--- config.mk ---
export PLATFORM = sky130hd
export DESIGN_NAME = noc_credit_link_flat
export DESIGN_NICKNAME = d
export VERILOG_FILES = /design/src/rtl/noc_credit_link_if.sv /design/src/rtl/noc_credit_link.sv /design/src/flat_wrapper.sv
export SDC_FILE = /design/constraint.sdc
export NUM_CORES = 1
export LEC_CHECK = 0
export CAP_MARGIN = 25
export CORE_AREA = 10 10 248 250
export CTS_BUF_LIST = sky130_fd_sc_hd__clkbuf_4 sky130_fd_sc_hd__clkbuf_8
export DETAILED_ROUTE_END_ITERATION = 7
export DIE_AREA = 0 0 258 260
export SLEW_MARGIN = 20
export SYNTH_ARGS = -nofsm -noshare
export SYNTH_HDL_FRONTEND = slang
export SYNTH_SLANG_ARGS = --single-unit
--- constraint.sdc ---
create_clock -name clk_noc -period 2.03 [get_ports clk_noc]
set_input_delay 0.609 -clock clk_noc [delete_from_list [all_inputs] [get_ports clk_noc]]
set_output_delay 0.609 -clock clk_noc [all_outputs]
set_load 0.05 [all_outputs]
--- src/rtl/noc_credit_link_if.sv ---
// noc_credit_link_if: per-channel flit/credit link bundle plus credit monitor status
interface noc_credit_link_if #(
  parameter int NUM_CHANNELS = 4,
  parameter int FLIT_WIDTH = 64,
  parameter int DEST_WIDTH = 6,
  parameter int FLIT_BUFFER_DEPTH = 2,
  parameter int PKT_CNT_WIDTH = 16
);
  localparam int CW = $clog2(FLIT_BUFFER_DEPTH + 1);
  logic [0:NUM_CHANNELS-1][FLIT_WIDTH-1:0] data_in, data_out;
  logic [0:NUM_CHANNELS-1][DEST_WIDTH-1:0] dest_in, dest_out;
  logic [0:NUM_CHANNELS-1] is_tail_in, is_tail_out, send_in, send_out, credit_in, credit_out;
  logic err_clr;
  logic [0:NUM_CHANNELS-1][CW-1:0] credit_avail;
  logic [0:NUM_CHANNELS-1] ovf_err, crd_err;
  logic [0:NUM_CHANNELS-1][PKT_CNT_WIDTH-1:0] pkt_cnt;
  modport master (
    output data_in, dest_in, is_tail_in, send_in, credit_in, err_clr,
    input data_out, dest_out, is_tail_out, send_out, credit_out, credit_avail, ovf_err, crd_err, pkt_cnt
  );
  modport slave (
    input data_in, dest_in, is_tail_in, send_in, credit_in, err_clr,
    output data_out, dest_out, is_tail_out, send_out, credit_out, credit_avail, ovf_err, crd_err, pkt_cnt
  );
endinterface

--- src/rtl/noc_credit_link.sv ---
// noc_credit_link: pipelined multi-channel flit/credit link with an upstream credit monitor
module noc_credit_link #(
  parameter int NUM_CHANNELS = 4,
  parameter int FLIT_WIDTH = 64,
  parameter int DEST_WIDTH = 6,
  parameter int NUM_PIPELINE = 2,
  parameter int FLIT_BUFFER_DEPTH = 2,
  parameter int PKT_CNT_WIDTH = 16
) (
  input logic clk_noc,
  input logic rst_n,
  noc_credit_link_if.slave link
);
  localparam int CW = $clog2(FLIT_BUFFER_DEPTH + 1);
  localparam logic [CW-1:0] FULL = CW'(FLIT_BUFFER_DEPTH);
  logic [0:NUM_CHANNELS-1] crd_ret;
  logic [0:NUM_CHANNELS-1][CW-1:0] avail;
  logic [0:NUM_CHANNELS-1] ovf, crd;
  logic [0:NUM_CHANNELS-1][PKT_CNT_WIDTH-1:0] cnt;
  generate
    if (NUM_PIPELINE == 0) begin : g_comb
      assign link.data_out = link.data_in;
      assign link.dest_out = link.dest_in;
      assign link.is_tail_out = link.is_tail_in;
      assign link.send_out = link.send_in;
      assign crd_ret = link.credit_in;
    end else begin : g_pipe
      logic [0:NUM_CHANNELS-1][FLIT_WIDTH-1:0] data_q [NUM_PIPELINE];
      logic [0:NUM_CHANNELS-1][DEST_WIDTH-1:0] dest_q [NUM_PIPELINE];
      logic [0:NUM_CHANNELS-1] tail_q [NUM_PIPELINE];
      logic [0:NUM_CHANNELS-1] send_q [NUM_PIPELINE];
      logic [0:NUM_CHANNELS-1] cred_q [NUM_PIPELINE];
      always_ff @(posedge clk_noc) begin
        data_q[0] <= link.data_in;
        dest_q[0] <= link.dest_in;
        tail_q[0] <= link.is_tail_in;
        for (int i = 1; i < NUM_PIPELINE; i++) begin
          data_q[i] <= data_q[i-1];
          dest_q[i] <= dest_q[i-1];
          tail_q[i] <= tail_q[i-1];
        end
      end
      always_ff @(posedge clk_noc) begin
        if (!rst_n) begin
          for (int i = 0; i < NUM_PIPELINE; i++) begin
            send_q[i] <= '0;
            cred_q[i] <= '0;
          end
        end else begin
          send_q[0] <= link.send_in;
          cred_q[0] <= link.credit_in;
          for (int i = 1; i < NUM_PIPELINE; i++) begin
            send_q[i] <= send_q[i-1];
            cred_q[i] <= cred_q[i-1];
          end
        end
      end
      assign link.data_out = data_q[NUM_PIPELINE-1];
      assign link.dest_out = dest_q[NUM_PIPELINE-1];
      assign link.is_tail_out = tail_q[NUM_PIPELINE-1];
      assign link.send_out = send_q[NUM_PIPELINE-1];
      assign crd_ret = cred_q[NUM_PIPELINE-1];
    end
  endgenerate
  always_ff @(posedge clk_noc) begin
    for (int c = 0; c < NUM_CHANNELS; c++) begin
      if (!rst_n) begin
        avail[c] <= FULL;
        ovf[c] <= 1'b0;
        crd[c] <= 1'b0;
        cnt[c] <= '0;
      end else begin
        avail[c] <= (link.send_in[c] && !crd_ret[c] && avail[c] != '0) ? avail[c] - CW'(1) :
                    (crd_ret[c] && !link.send_in[c] && avail[c] != FULL) ? avail[c] + CW'(1) : avail[c];
        ovf[c] <= (link.send_in[c] && !crd_ret[c] && avail[c] == '0) || (ovf[c] && !link.err_clr);
        crd[c] <= (crd_ret[c] && !link.send_in[c] && avail[c] == FULL) || (crd[c] && !link.err_clr);
        cnt[c] <= cnt[c] + PKT_CNT_WIDTH'(link.send_in[c] && link.is_tail_in[c]);
      end
    end
  end
  assign link.credit_out = crd_ret;
  assign link.credit_avail = avail;
  assign link.ovf_err = ovf;
  assign link.crd_err = crd;
  assign link.pkt_cnt = cnt;
endmodule

--- src/flat_wrapper.sv ---
// flat-port wrapper written by rule: the top's interface ports become plain ports
module noc_credit_link_flat 
#(
  parameter int NUM_CHANNELS = 4,
  parameter int FLIT_WIDTH = 64,
  parameter int DEST_WIDTH = 6,
  parameter int NUM_PIPELINE = 2,
  parameter int FLIT_BUFFER_DEPTH = 2,
  parameter int PKT_CNT_WIDTH = 16
)
  (clk_noc, rst_n, link_data_in, link_dest_in, link_is_tail_in, link_send_in, link_credit_in, link_err_clr, link_data_out, link_dest_out, link_is_tail_out, link_send_out, link_credit_out, link_credit_avail, link_ovf_err, link_crd_err, link_pkt_cnt);
  noc_credit_link_if #(.NUM_CHANNELS(NUM_CHANNELS), .FLIT_WIDTH(FLIT_WIDTH), .DEST_WIDTH(DEST_WIDTH), .FLIT_BUFFER_DEPTH(FLIT_BUFFER_DEPTH), .PKT_CNT_WIDTH(PKT_CNT_WIDTH)) link_i ();
  input logic clk_noc;
  input logic rst_n;
  input wire logic [$bits(link_i.data_in)-1:0] link_data_in;
  input wire logic [$bits(link_i.dest_in)-1:0] link_dest_in;
  input wire logic [$bits(link_i.is_tail_in)-1:0] link_is_tail_in;
  input wire logic [$bits(link_i.send_in)-1:0] link_send_in;
  input wire logic [$bits(link_i.credit_in)-1:0] link_credit_in;
  input wire logic [$bits(link_i.err_clr)-1:0] link_err_clr;
  output wire logic [$bits(link_i.data_out)-1:0] link_data_out;
  output wire logic [$bits(link_i.dest_out)-1:0] link_dest_out;
  output wire logic [$bits(link_i.is_tail_out)-1:0] link_is_tail_out;
  output wire logic [$bits(link_i.send_out)-1:0] link_send_out;
  output wire logic [$bits(link_i.credit_out)-1:0] link_credit_out;
  output wire logic [$bits(link_i.credit_avail)-1:0] link_credit_avail;
  output wire logic [$bits(link_i.ovf_err)-1:0] link_ovf_err;
  output wire logic [$bits(link_i.crd_err)-1:0] link_crd_err;
  output wire logic [$bits(link_i.pkt_cnt)-1:0] link_pkt_cnt;
  assign link_i.data_in = link_data_in;
  assign link_i.dest_in = link_dest_in;
  assign link_i.is_tail_in = link_is_tail_in;
  assign link_i.send_in = link_send_in;
  assign link_i.credit_in = link_credit_in;
  assign link_i.err_clr = link_err_clr;
  assign link_data_out = link_i.data_out;
  assign link_dest_out = link_i.dest_out;
  assign link_is_tail_out = link_i.is_tail_out;
  assign link_send_out = link_i.send_out;
  assign link_credit_out = link_i.credit_out;
  assign link_credit_avail = link_i.credit_avail;
  assign link_ovf_err = link_i.ovf_err;
  assign link_crd_err = link_i.crd_err;
  assign link_pkt_cnt = link_i.pkt_cnt;
  noc_credit_link #(.NUM_CHANNELS(NUM_CHANNELS), .FLIT_WIDTH(FLIT_WIDTH), .DEST_WIDTH(DEST_WIDTH), .NUM_PIPELINE(NUM_PIPELINE), .FLIT_BUFFER_DEPTH(FLIT_BUFFER_DEPTH), .PKT_CNT_WIDTH(PKT_CNT_WIDTH)) u_core (.clk_noc(clk_noc), .rst_n(rst_n), .link(link_i));
endmodule
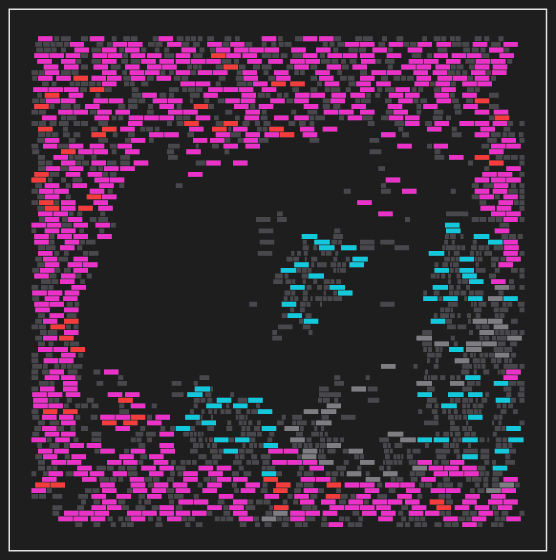
Figure 1: run 1, register map, names as in the netlist.
Other sequential cells in the stronger grey, the rest of the logic in the fainter grey.
Key: u_core.g_pipe.data_q = magenta [sequential cells 512, where widely spread]; u_core.link.pkt_cnt = cyan [sequential cells 64]; u_core.g_pipe.dest_q = red [sequential cells 48, where widely spread]

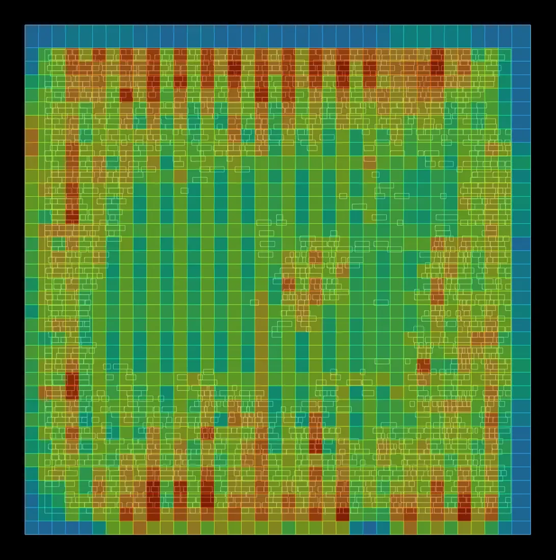
Figure 2: run 1, routing congestion.
GR Util met2: 24.2%
Routed wire per std cell: 18.1 um
met1 usage: 12.9%
met3 Resource Use GR: 6.49%

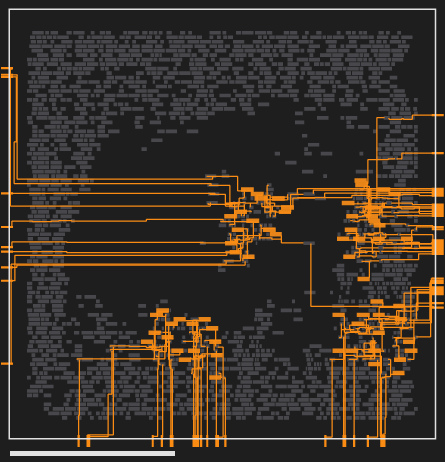
Figure 3: run 1, port wiring.
Bar = 100 um.
Key: link_pkt_cnt = orange [bits 64, direction output, end cells 64, wire 6,350 um]

==> Changelog: implementation, run 1 <==
### Metrics

- Outcome: finished, final reports clean
- Power after layout: 28,500 uW
- Power Dens Cells: 1140 mW/mm2
- Share of the clock period used by the worst path: 94.8%
- Depth of the worst register-to-register path: 7
- Post-Place Cells: 2,429
- Yosys stat cell total: 1,282
- Worst R2R Start: u_core.link.pkt_cnt[0]
- Signed area change from the synthesized netlist to the final layout: 41.7%
- Crit path DAT: 1310 ps
- Worst setup slack for register-to-register paths: 420 ps
- Core Util at FP: 31.3%
- Die Span Y: 260 um
- Clk pin slew, worst setup/hold paths: 60 ps
- Critical path origin: u_core.link.pkt_cnt[40]
- Critical path peak fanout: 5
- Synth Cell Area: 0.0176 mm2
- H-Tree Level Count: 3
- Layout Utilization: 44.4%
- Fraction of post-synthesis cell area in the top cell type by area: 75.4%
- Count of non-filler cells in the finished layout: 2,624
- Std-Cell Core Area: 0.0563 mm2
- Sort of element at the start of the critical path: flop
- Ports placed on the boundary: 667
- Slew HR: 76.3%
- Clock root cell: clkbuf_8
- End of the critical path: link_pkt_cnt[40]
- Overall Global Routing Usage: 13.4%
- Maximum count of clock buffers along a single path: 3
- Cell row count: 87
- P_leak: 0.0109 uW
- DRC errors left: 0
- Proportion of total power due to net switching: 24.2%
- F_max: 0.520 GHz
-- run 1: worst min-delay path by stage --
| stage | start | cells past startpoint | slack (ps) | endpoint |
|---|---|---|---|---|
| 2_1_floorplan | u_core.g_pipe.data_q[0][0] | 0 | 310 | u_core.g_pipe.data_q[0][256] |
| 3_3_place_gp | u_core.g_pipe.data_q[0][226] | 0 | 310 | u_core.g_pipe.data_q[0][482] |
| 3_5_place_dp | u_core.g_pipe.data_q[0][155] | 0 | 310 | u_core.g_pipe.data_q[0][411] |
| 4_1_cts | link_data_in[135] | 1 | 280 | u_core.g_pipe.data_q[0][135] |
| 5_1_grt | link_data_in[135] | 1 | 280 | u_core.g_pipe.data_q[0][135] |
| 6_report | u_core.g_pipe.data_q[0][61] | 0 | 310 | u_core.g_pipe.data_q[0][317] |
-- run 1: cell usage in the layout, fill, tap and decap left out, drive strengths merged --
cell type,instances
nor2b,6
nor4,15
nor2,1
a21boi,5
mux2,4
and2,85
and3,1
nand2b,9
or3,4
ha,9
clkbuf,168
o21ai,12
buf,402
nand2,19
dfxtp,664
o31ai,1
bufinv,2
clkinvlp,5
clkinv,14
nand4,18
xor2,27
nor3,10
o41ai,1
o32ai,4
nand3,27
inv,14
o21a,4
clkdlybuf4s50,293
diode,2
nor3b,4
o311ai,1
mux2i,4
or4,1
xnor2,24
a21oi,4
and4,4
-- run 1: power groups by stage --
stage | logic [uW] | clock network, uW | registers, uW
after floorplan | 1640 | 0 | 14200
after global placement | 2570 | 0 | 14200
after detailed placement | 2580 | 0 | 14200
after CTS | 2600 | 12500 | 13900
after global routing | 2650 | 13000 | 14000
final | 2560 | 12100 | 13900
-- run 1: repair_timing --
| item | in CTS | in global routing |
|---|---|---|
| gates resized | 34 | 22 |
| cloned | 0 | 0 |
| endpoints found under the setup margin | 29 | 22 |
-- run 1: area by class of cell --
| cell class | count | area share [%] |
|---|---|---|
| well taps | 756 | 3.78 |
| diodes | 2 | 0.0200 |
| inverters | 10 | 0.150 |
| repair buffers | 695 | 25.0 |
| clock inverters | 25 | 1.02 |
| flip-flops and latches | 664 | 53.3 |
| clock buffers | 168 | 8.48 |
| multi-input cells | 304 | 8.26 |
-- run 1: Yosys cell counts, drive strengths merged --
cell    count
nand2      19
o311ai      1
o21a        4
ha          9
nand4      18
and2       85
o41ai       1
nor2b       6
a21oi       4
and4        4
nor4       15
nor3b       4
or4         1
nand2b      9
mux2i       4
o32ai       4
o31ai       1
o21ai      12
a21boi      5
clkbuf     11
xnor2      24
or3         4
buf       293
nand3      27
xor2       27
nor3       10
and3        1
mux2        4
inv        10
dfxtp     664
nor2        1
-- run 1: per-layer routing --
layer	track usage [%]	wire length, um	up-vias	share of wire [%]
li1	-	-	4829	-
met1	12.9	16700	4526	35
met2	24.2	25100	374	53
met3	6.49	4450	84	9.4
met4	5.15	1290	2	2.7
met5	0	9	-	0.019
-- run 1: registers in the layout, indices dropped and copies added (netlist names) --
signal and flops:
u_core.link.crd_err 4, u_core.link.ovf_err 4, u_core.g_pipe.send_q 8, u_core.g_pipe.cred_q 8
u_core.g_pipe.tail_q 8, u_core.g_pipe.dest_q 48, u_core.link.pkt_cnt 64, u_core.g_pipe.data_q 512
u_core.link.credit_avail 8
Figure 4. Metal 1 (run 1).
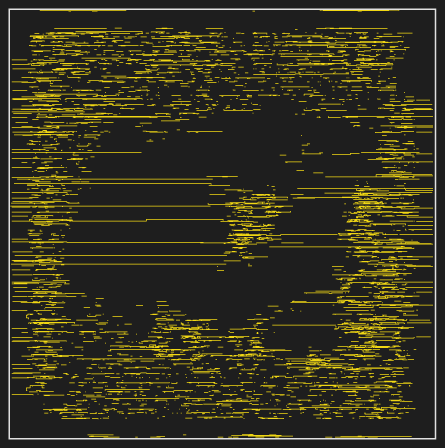

## Run 2: what changed since run 1
CORE_AREA = 2 2 262 264   (was 10 10 248 250)
DIE_AREA = 0 0 264 266   (was 0 0 258 260)
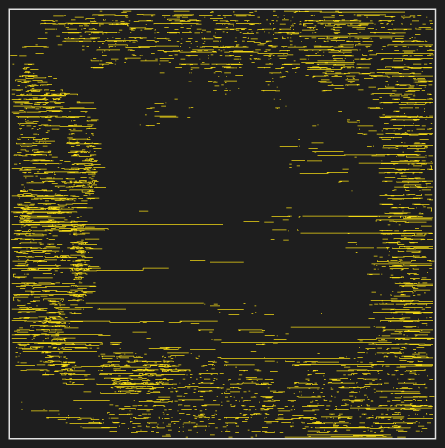
Figure 5: run 2, metal 1.
1,875 nets have wire on it. The wires run mostly horizontal. The layer carries 15,000 um of wire. The layer holds 36% of the routed length.

==> run 2 against run 1 <==
Via count up 1.7%; sequential power barely moved; register-to-register slack got worse by 40 ps; global-route usage fell by 1.9 points; flip-flop count unchanged; first-iteration DRC count fell by 10%; critical path type is now in2reg; highest routed layer unchanged; maximum frequency decreased by 1.3%; critical path depth rose by 8.
==> Changelog: implementation, run 2 <==
### Metrics

- Yosys stat cell total: 1,282
- Routed wire per std cell: 15.4 um
- DRC errors left: 0
- Power Dens Cells: 1130 mW/mm2
- Biggest register: u_core.g_pipe.data_q
- Die Span Y: 266 um
- Core Util at FP: 26.0%
- Net count of the finished layout: 2,086
- Top cells by instance count after synthesis: dfxtp_1, buf_4, and2_1, xor2_1, nand3_1
- Routability congestion estimate from global placement: 0.762
- Cells after synthesis: 1,282
- Clock root cell: clkbuf_8
- Yosys Chip Area: 0.0176 mm2
- Nets in the synthesized netlist: 1,586
- Number of warning messages in the logs: 28
- Std-Cell Core Area: 0.0677 mm2
- Most common reg cell: dfxtp_1
- Overall Global Routing Usage: 11.5%
- Pin slew with the least headroom to its limit: 549 ps
- Outcome: finished, final reports clean
- Top cell type by total area after synthesis: dfxtp_1
- Slew HR: 63.4%
- Synth Cell Area: 0.0176 mm2
- Power after layout: 28,300 uW
- Sinks on Clock Net: 664
- H-Tree Level Count: 3
- Post-synthesis cell type with the largest instance count: dfxtp_1
- Fraction of post-synthesis cell area in the top cell type by area: 75.4%
- P_leak: 0.0108 uW
- Critical path peak fanout: 3
- DPL Wire Length: 32,100 um
- Share of the clock period used by the worst path: 96.0%
- Clk pin slew, worst setup/hold paths: 60 ps
- Most instantiated logic cells after routing: dfxtp_1, buf_4, clkdlybuf4s50_1
- Dominant logic cell type in the layout: dfxtp_1
- Sort of element at the start of the critical path: primary input
- Ports placed on the boundary: 667
- Leftover overflow at the end of global routing: 0
- Number of flip-flops in the largest register: 512
- Final count of negative-setup-slack endpoints: 0
- Cell row count: 96
- Clock tree from TritonCTS: yes
- Maximum count of clock buffers along a single path: 3
- Drt pass-1 iters: 4
- Crit path DAT: 2500 ps
- Fraction of registers with async set or reset after synthesis: 0%
- F_max: 0.513 GHz
- Signed area change from the synthesized netlist to the final layout: 42.0%
- Flip-flops with a built-in enable: 0
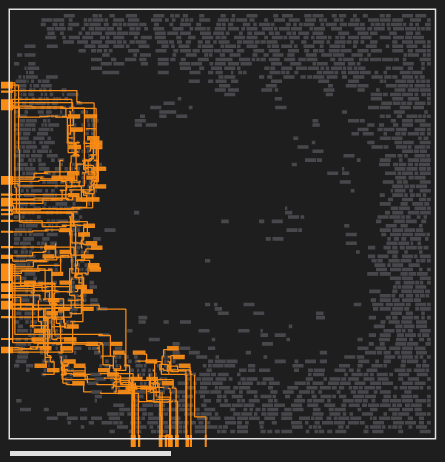
Figure 6: run 2, port wiring.
Bar = 100 um.
Key: link_pkt_cnt = orange [bits 64, direction output, end cells 64, wire 5,310 um]

run 2: cell count changes in the layout (fill, tap and decap cells not counted), moves of 4 or more:
| cell | delta |
|---|---|
| buf_12 | -7 |
| buf_4 | -4 |
| clkbuf_8 | -5 |
| clkinv_2 | +10 |
| buf_6 | +12 |
| clkinvlp_4 | -4 |
| clkbuf_4 | -6 |
run 2: cells by family after synthesis:
kind of cell,synth area share [%]
buffers and inverters,12.9
adder cells (fa/ha/maj),0.639
AND-OR/OR-AND,1.18
AND/OR/NAND/NOR,6.87
XOR/XNOR,2.53
flip-flops,75.4
multiplexers,0.482
run 2: power breakdown:
group	switching [uW]	internal (uW)	leakage, uW
Clock	5130	6760	0.00123
Sequential	210	13700	0.00559
Combinational	1520	995	0.00402
Total	6860	21400	0.0108
run 2: stage by stage:
step	std cells	setup TNS (ps)	utilization [%]	setup slack, ps
global route	2744	0	37.0	0.0574
CTS	2743	0	36.9	0.433
floorplan	1282	0	-	47.5
detailed placement	2556	-17180	33.3	-629
global placement	2556	-15770	33.3	-620
finish	2745	0	37.0	81.2
run 2: worst register-to-register path: stages, from the launching register on:
cell and delay [ps]:
dfxtp_1 340, ha_1 170, ha_1 190, nand3_1 180, buf_4 210, or3_1 340, a21boi_1 140
run 2: repair_timing:
item	4_1_cts	5_1_grt
pin swaps	0	0
resized	60	12
endpoints found under the hold margin	0	0
endpoints found under the setup margin	43	12
run 2: path summary, 6_finish.rpt:
check	depth (start not counted)	from	slack [ps]	to
worst max register to register	6	u_core.link.pkt_cnt[0]	380	u_core.link.pkt_cnt[6]
worst min register to register	0	u_core.g_pipe.data_q[0][229]	270	u_core.g_pipe.data_q[0][485]
worst max-delay path	9	link_send_in[2]	80	u_core.link.pkt_cnt[42]
worst min-delay path	0	u_core.g_pipe.data_q[0][229]	270	u_core.g_pipe.data_q[0][485]
run 2: cell type report:
cell class	instances	area [um2]
Sequential cell	664	13300
Timing Repair Buffer	696	6200
Fill cell	6540	42700
Tap cell	882	1100
Antenna cell	2	5.00
Inverter	10	37.5
Multi-Input combinational cell	304	2070
Clock inverter	30	290
Clock buffer	157	2000
run 2: per-layer routing:
metal  up-vias  wire [um]  track usage (%)
li1       4811          -                -
met1      4611      15000             11.3
met2       450      21100             20.0
met3       101       4880             6.58
met4        12       1210             4.38
met5         -         78                0
Power and IR drop assume default switching activity.
